File: src/rtl/switch_allocator.sv
// Per-output round-robin switch allocator with head-to-tail packet locking.
// Grants and crossbar selects are combinational; only lock/owner/pointer state is registered.
module switch_allocator #(
  parameter int INPUT_NUM  = 2,
  parameter int OUTPUT_NUM = 2
) (
  input  logic                                  clk_i,
  input  logic                                  rst_ni,
  input  logic [INPUT_NUM-1:0]                  req_valid_i,
  input  logic [INPUT_NUM*((OUTPUT_NUM > 1) ? $clog2(OUTPUT_NUM) : 1)-1:0] req_port_i,
  input  logic [INPUT_NUM-1:0]                  req_head_i,
  input  logic [INPUT_NUM-1:0]                  req_tail_i,
  input  logic [OUTPUT_NUM-1:0]                 out_ready_i,
  output logic [INPUT_NUM-1:0]                  grant_o,
  output logic [OUTPUT_NUM-1:0]                 out_valid_o,
  output logic [OUTPUT_NUM*((INPUT_NUM > 1) ? $clog2(INPUT_NUM) : 1)-1:0] sel_o
);
  localparam int SEL_SIZE = (INPUT_NUM > 1) ? $clog2(INPUT_NUM) : 1;
  localparam int DST_SIZE = (OUTPUT_NUM > 1) ? $clog2(OUTPUT_NUM) : 1;

  // Handshake: a flit moves through the crossbar in exactly the cycle its input sees
  // grant_o high; grant implies req_valid_i and out_ready_i of the chosen output.
  logic [OUTPUT_NUM-1:0]                lock_q, lock_d;
  logic [OUTPUT_NUM-1:0][SEL_SIZE-1:0]  owner_q, owner_d;
  logic [OUTPUT_NUM-1:0][SEL_SIZE-1:0]  ptr_q, ptr_d;

  logic [OUTPUT_NUM-1:0][INPUT_NUM-1:0] req_m;
  logic [OUTPUT_NUM-1:0]                win_vld;
  logic [OUTPUT_NUM-1:0][SEL_SIZE-1:0]  win_idx;

  // Returns {found, index} of the first set candidate at or after ptr, wrapping.
  function automatic logic [SEL_SIZE:0] rr_pick(input logic [INPUT_NUM-1:0] cand,
                                                input logic [SEL_SIZE-1:0]  ptr);
    logic [SEL_SIZE:0]   res;
    logic [SEL_SIZE-1:0] sidx;
    int                  idx;
    res = '0;
    for (int k = INPUT_NUM - 1; k >= 0; k--) begin
      idx = int'(ptr) + k;
      if (idx >= INPUT_NUM) idx = idx - INPUT_NUM;
      sidx = SEL_SIZE'(idx);
      if (cand[sidx]) res = {1'b1, sidx};
    end
    return res;
  endfunction

  function automatic logic [SEL_SIZE-1:0] ptr_after(input logic [SEL_SIZE-1:0] w);
    return (int'(w) == INPUT_NUM - 1) ? '0 : SEL_SIZE'(int'(w) + 1);
  endfunction

  always_comb begin
    for (int o = 0; o < OUTPUT_NUM; o++) begin
      for (int i = 0; i < INPUT_NUM; i++) begin
        req_m[o][i] = req_valid_i[i] && (req_port_i[i*DST_SIZE +: DST_SIZE] == DST_SIZE'(o));
      end
    end
  end

  always_comb begin
    logic [SEL_SIZE:0] pick;
    for (int o = 0; o < OUTPUT_NUM; o++) begin
      win_vld[o] = 1'b0;
      win_idx[o] = '0;
      pick       = '0;
      if (rst_ni && out_ready_i[o]) begin
        if (lock_q[o]) begin
          win_vld[o] = req_m[o][owner_q[o]];
          win_idx[o] = owner_q[o];
        end else begin
          // Only head flits may open a new packet on an idle output.
          pick       = rr_pick(req_m[o] & req_head_i, ptr_q[o]);
          win_vld[o] = pick[SEL_SIZE];
          win_idx[o] = pick[SEL_SIZE-1:0];
        end
      end
    end
  end

  always_comb begin
    grant_o     = '0;
    out_valid_o = '0;
    sel_o       = '0;
    for (int o = 0; o < OUTPUT_NUM; o++) begin
      if (win_vld[o]) begin
        grant_o[win_idx[o]]             = 1'b1;
        out_valid_o[o]                  = 1'b1;
        sel_o[o*SEL_SIZE +: SEL_SIZE]   = win_idx[o];
      end
    end
  end

  always_comb begin
    lock_d  = lock_q;
    owner_d = owner_q;
    ptr_d   = ptr_q;
    for (int o = 0; o < OUTPUT_NUM; o++) begin
      if (win_vld[o]) begin
        if (lock_q[o]) begin
          if (req_tail_i[win_idx[o]]) lock_d[o] = 1'b0;
        end else begin
          ptr_d[o] = ptr_after(win_idx[o]);
          if (!req_tail_i[win_idx[o]]) begin
            lock_d[o]  = 1'b1;
            owner_d[o] = win_idx[o];
          end
        end
      end
    end
  end

  always_ff @(posedge clk_i) begin
    if (!rst_ni) begin
      lock_q  <= '0;
      owner_q <= '0;
      ptr_q   <= '0;
    end else begin
      lock_q  <= lock_d;
      owner_q <= owner_d;
      ptr_q   <= ptr_d;
    end
  end
endmodule

File: config.mk
export PLATFORM = sky130hd
export DESIGN_NAME = switch_allocator
export DESIGN_NICKNAME = d
export VERILOG_FILES = /design/src/rtl/switch_allocator.sv
export SDC_FILE = /design/constraint.sdc
export NUM_CORES = 1
export LEC_CHECK = 0
export CAP_MARGIN = 20
export CORE_MARGIN = 2
export CORE_UTILIZATION = 39
export CTS_CLUSTER_SIZE = 25
export DETAILED_ROUTE_END_ITERATION = 16
export PLACE_DENSITY = 0.77
export SLEW_MARGIN = 20
export SYNTH_ARGS = -nofsm -noshare
export SYNTH_HDL_FRONTEND = slang
export SYNTH_SLANG_ARGS = --single-unit
File: constraint.sdc
create_clock -name clk_i -period 2.5 [get_ports clk_i]
set_input_delay 0.75 -clock clk_i [delete_from_list [all_inputs] [get_ports clk_i]]
set_output_delay 0.75 -clock clk_i [all_outputs]
set_load 0.005 [all_outputs]
### Metal 1, run 1

Scale bar: 10 um.
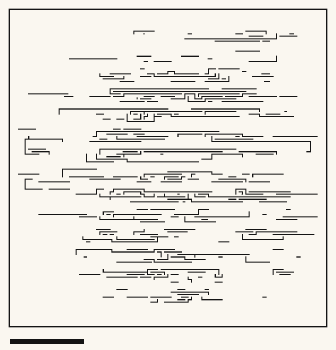
The layer holds 47% of the routed length. The longest straight run is 18.4 um. 123 nets have wire on it. The layer carries 874 um of wire. The wires run mostly horizontal.
via count: 716
final wirelength: 1.88 mm

### Met2 routing, run 1

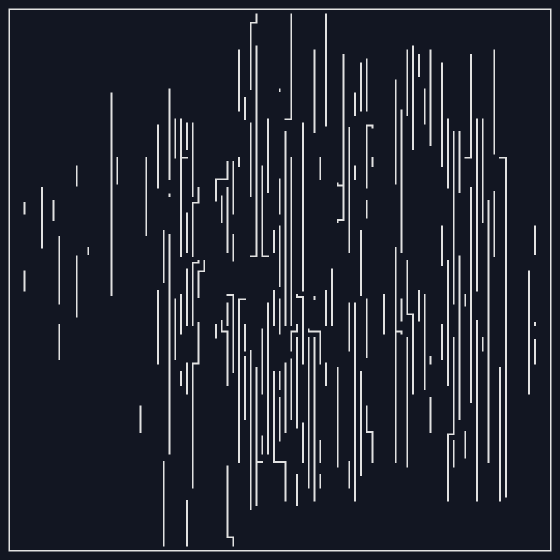
The layer holds 49% of the routed length. The longest straight run is 26.9 um. 113 nets have wire on it.

==> flow_metrics.py, run 1 <==
# Metrics from the implementation run
metrics = {
    "outcome": {
        "status": "finished with violations",
        "violations": "setup timing",
    },
    "global_routing": {
        "grt_util_all_layers_pct": 21.9,
        "grt_pass1_wl_mm": 3.02,
        "overflow": 0,
        "grt_pass1_vias": 667,
    },
    "clocking": {
        "cts_made_buffers": 3,
        "cts_tree": "done",
        "path_clk_slew_ps": 50,
        "hold_buffers": 0,
        "ctsRootBufferMaster": "clkbuf_4",
        "clock_latency_ps": 250,
    },
    "worst_setup_path": {
        "worstSetupEndpointType": "output pin",
        "crit_required_ps": 1750,
        "path_max_fanout": 3,
        "cp_slowest_cell": "and3b_2",
        "cp-start-kind": "input pin",
        "rrSetupSlack_ps": 1050,
        "worst_r2r_endpoint": "lock_q[1]",
        "path_cells": "buf_6, and3b_2, buf_6, o31ai_4, o22ai_2, nor2b_4, or2_1, buf_2",
    },
    "final_timing": {
        "setup_ws_ps": -105,
        "finalSetupViolCount": 4,
        "worst_hold_slack_ps": 570,
        "clock_skew_ps": 0.207,
        "final_hold_viol_count": 0,
        "finalSetupTns_ps": -219,
        "slew_viol_final": 0,
    },
    "synth": {
        "ys_cells": 72,
        "avgSynthCellArea_sq_um": 8.17,
        "floorplan.nets": 84,
        "synth.distinct_cells": 38,
        "ys_seq_elements": 6,
        "syn-cell-area_sq_um": 588,
    },
    "place": {
        "pre_cts_ws_ps": -896,
        "gp_congestion": 0.805,
    },
    "power": {
        "swShare_pct": 29.9,
        "combinationalPowerShare_pct": 34.7,
        "vdd_drop_max_mv": 0.163,
        "power_leakage_nw": 0.478,
        "power_density_nw_per_um2": 287,
        "p_int_mw": 0.213,
        "power_mw": 0.303,
        "clkPwrFrac_pct": 30.9,
    },
    "drt": {
        "wl_per_cell_um": 14.0,
    },
    "floorplan": {
        "die_height_um": 42.8,
        "fp-row-count": 14,
    },
    "layout": {
        "final_nets": 132,
        "area_delta_synth_final_pct": 79.6,
    },
    "run": {
        "warnings": 28,
    },
}
### Signal wires on met3, run 1

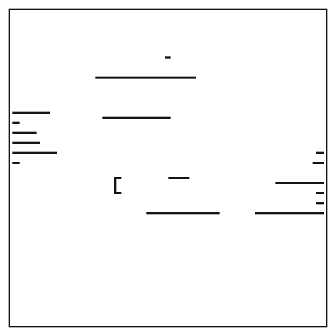
The wires run mostly horizontal. The layer carries 75.6 um of wire. The longest straight run is 13.3 um.

### Wires at chosen ports, followed through buffers, run 1

Scale bar: 10 um.
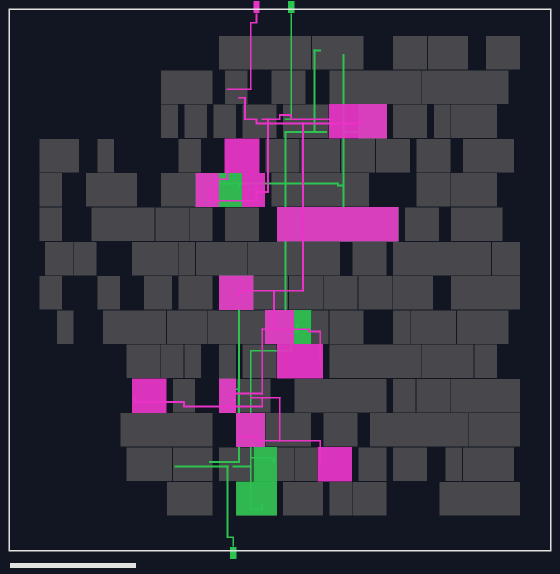
Green marks out_ready_i, bits 2, direction input, edge 1 bottom, 1 top, end cells 11, buffers 4, wire 120 um. Magenta marks rst_ni, bits 1, direction input, edge top, end cells 13, buffers 3, wire 105 um.
# IOs: 18
I/O Buffers: 17

[run 1: cell type report]
cell class | count | area [sq um]
tap | 16 | 20.0
timing repair buffer | 46 | 383
fill | 107 | 398
sequential | 6 | 120
clock buffer | 3 | 22.5
multi-input combinational | 59 | 495
inverter | 4 | 15.0
[run 1: flip-flops by register name, summed over array words and instances, names as in the netlist]
signal,cells
lock_q,2
owner_q,2
ptr_q,2
[run 1: worst max-delay path, delay by kind of cell]
| kind | cells | cell delay, ps |
|---|---|---|
| and+or+nand+nor | 3 | 580 |
| buffers and inverters | 3 | 340 |
| AOI/OAI and AO/OA | 2 | 180 |
[run 1: placed cells by master, fill, tap and decap left out, types with 2 or more instances in the layout]
cell	n
nand2_2	2
and3b_2	2
nor2b_4	2
buf_6	8
buf_2	6
o21ai_1	3
nand3_1	4
clkbuf_4	3
o31ai_4	2
nor2_1	4
dfxtp_1	6
o21ai_0	5
a21boi_1	3
clkdlybuf4s50_1	2
dlygate4sd2_1	2
buf_4	24
a211o_1	2
inv_1	3
nand2_1	5
buf_8	2
[run 1: power by group through the flow]
stage | Clock, mW | Sequential (mW) | Combinational [mW]
5_1_grt | 0.101 | 0.105 | 0.113
3_3_place_gp | 0 | 0.105 | 0.0837
3_5_place_dp | 0 | 0.106 | 0.0862
4_1_cts | 0.0944 | 0.104 | 0.0954
6_report | 0.0937 | 0.104 | 0.105
2_1_floorplan | 0 | 0.102 | 0.0385
[run 1: what timing repair did]
item	in CTS	in global routing
gates resized	66	13
cloned	0	0
endpoints found under the setup margin	6	6
pin swaps	13	8
buffers inserted	8	3
[run 1: per-stage QoR]
step	area, sq um	std cells
after global routing	1060	134
after CTS	1000	131
after global placement	897	120
after detailed placement	897	120
after floorplan	588	72
final	1060	134
[run 1: logic make-up (layout without fill, tap and decap cells)]
logic type             Yosys count  count (layout)  share of synthesized area, %
AND/OR/NAND/NOR                 30              30                          31.3
AND-OR/OR-AND                   27              27                          39.4
buffers and inverters            7              53                          5.32
flip-flops                       6               6                          20.4
multiplexers                     2               2                          3.62
[run 1: worst min path at each step]
stage / end / slack (ps) / start / cells past startpoint
floorplan: owner_q[0] / 510 / owner_q[0] / 2
global placement: ptr_q[1] / 550 / ptr_q[1] / 2
detailed placement: ptr_q[1] / 550 / ptr_q[1] / 2
CTS: ptr_q[1] / 560 / ptr_q[1] / 2
global route: ptr_q[1] / 610 / ptr_q[1] / 2
finish: ptr_q[1] / 570 / ptr_q[1] / 2
[run 1: layer usage]
layer  share of wire [%]  GRT usage [%]  wire length [um]  vias up
met1                  47           28.3               873      322
met3                 4.0           5.53                75        3
met5                   0              0                 0        -
li1                    -              -                 -      370
met4                0.85           7.50                16        0
met2                  49           35.2               912       21
==> run 1 -> run 2 <==
- GPL_TIMING_DRIVEN: not set -> 1
### Signal wires on met3, run 2

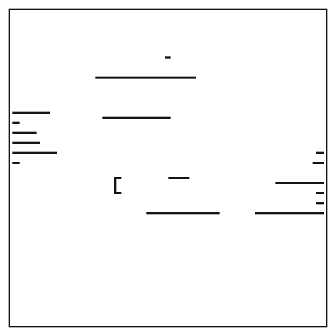
16 nets have wire on it. The wires run mostly horizontal. The layer holds 4.0% of the routed length. The longest straight run is 13.3 um. The layer carries 75.6 um of wire.

==> flow_metrics.py, run 2 <==
# Metrics from the implementation run
metrics = {
    "final_timing": {
        "worst_hold_slack_ps": 570,
        "clock_skew_ps": 0.207,
        "slew_viol_final": 0,
        "finalSetupViolCount": 4,
        "setup_ws_ps": -105,
    },
    "outcome": {
        "violations": "setup timing",
        "status": "finished with violations",
    },
    "layout": {
        "fill_cells": 107,
        "final_cell_mix": "buf_4, buf_6, buf_2, dfxtp_1",
        "area_delta_synth_final_pct": 79.6,
        "layout_top_cell": "buf_4",
        "design_area_sq_um": 1060,
        "final_nets": 132,
    },
    "power": {
        "power_density_nw_per_um2": 287,
        "clkPwrFrac_pct": 30.9,
    },
    "clocking": {
        "clock_latency_ps": 250,
        "cts_tree": "done",
        "hold_buffers": 0,
        "ctsRootBufferMaster": "clkbuf_4",
    },
    "global_routing": {
        "grt_pass1_vias": 667,
    },
    "drt": {
        "top_layer_used": "met4",
        "num_vias": 716,
        "wl_met2_um": 912,
        "met3_length_um": 75,
    },
    "synth": {
        "ys_cells": 72,
    },
    "min_path": {
        "hold_path_startpoint": "ptr_q[1]",
    },
    "floorplan": {
        "io_pins": 18,
    },
}
### Met2 routing, run 2

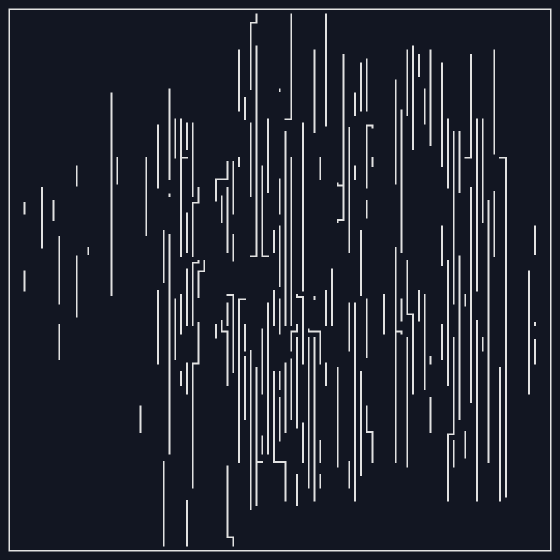
The layer holds 49% of the routed length. The longest straight run is 26.9 um. The layer carries 912 um of wire. 113 nets have wire on it.
met2 Resource Use GR: 35.2%

==> run 2: cell counts after synthesis <==
Identical to the previous run, type by type.
==> run 2: worst max path at each step <==
stage | slack (ps) | from | cells after the start | endpoint
floorplan | 130 | req_port_i[1] | 5 | grant_o[1]
global placement | -870 | req_valid_i[1] | 7 | grant_o[1]
detailed placement | -900 | req_valid_i[0] | 7 | grant_o[1]
CTS | -100 | req_valid_i[1] | 8 | grant_o[1]
global route | -150 | req_port_i[1] | 7 | grant_o[1]
finish | -110 | req_head_i[1] | 8 | grant_o[1]
==> run 2: layer usage <==
layer | vias up | track usage, %
li1 | 370 | -
met1 | 322 | 28.3
met2 | 21 | 35.2
met3 | 3 | 5.53
met4 | 0 | 7.50
met5 | - | 0
==> run 2: per-stage QoR <==
| stage | setup TNS (ps) | worst slack (ps) | cells |
|---|---|---|---|
| global route | -399 | -146 | 134 |
| CTS | -150 | -102 | 131 |
| detailed placement | -4870 | -896 | 120 |
| finish | -219 | -105 | 134 |
| floorplan | 0 | 128 | 72 |
| global placement | -4750 | -874 | 120 |
==> run 2: what timing repair did <==
action / CTS / global route
resized: 66 / 13
endpoints found under the setup margin: 6 / 6
buffers inserted: 8 / 3
pin swaps: 13 / 8
==> run 2: logic make-up after synthesis <==
group | synth area share [%]
DFF | 20.4
AOI/OAI and AO/OA | 39.4
muxes | 3.62
buffers and inverters | 5.32
and+or+nand+nor | 31.3
==> run 2: layout make-up <==
cell class / instances / area share (%)
multi-input combinational: 59 / 46.9
timing repair buffer: 46 / 36.3
sequential: 6 / 11.4
clock buffer: 3 / 2.13
tap: 16 / 1.90
inverter: 4 / 1.42
==> run 2: power groups by stage <==
stage | sequential [mW] | combinational [mW] | clock, mW
6_report | 0.104 | 0.105 | 0.0937
3_5_place_dp | 0.106 | 0.0862 | 0
2_1_floorplan | 0.102 | 0.0385 | 0
5_1_grt | 0.105 | 0.113 | 0.101
4_1_cts | 0.104 | 0.0954 | 0.0944
3_3_place_gp | 0.105 | 0.0837 | 0
==> run 2: worst max-delay path: stages <==
cell and delay (ps):
buf_6 90, and3b_2 240, buf_6 130, o31ai_4 60, o22ai_2 120, nor2b_4 140
or2_1 200, buf_2 120
No activity file was given, so power comes from the tool's default toggle rates.
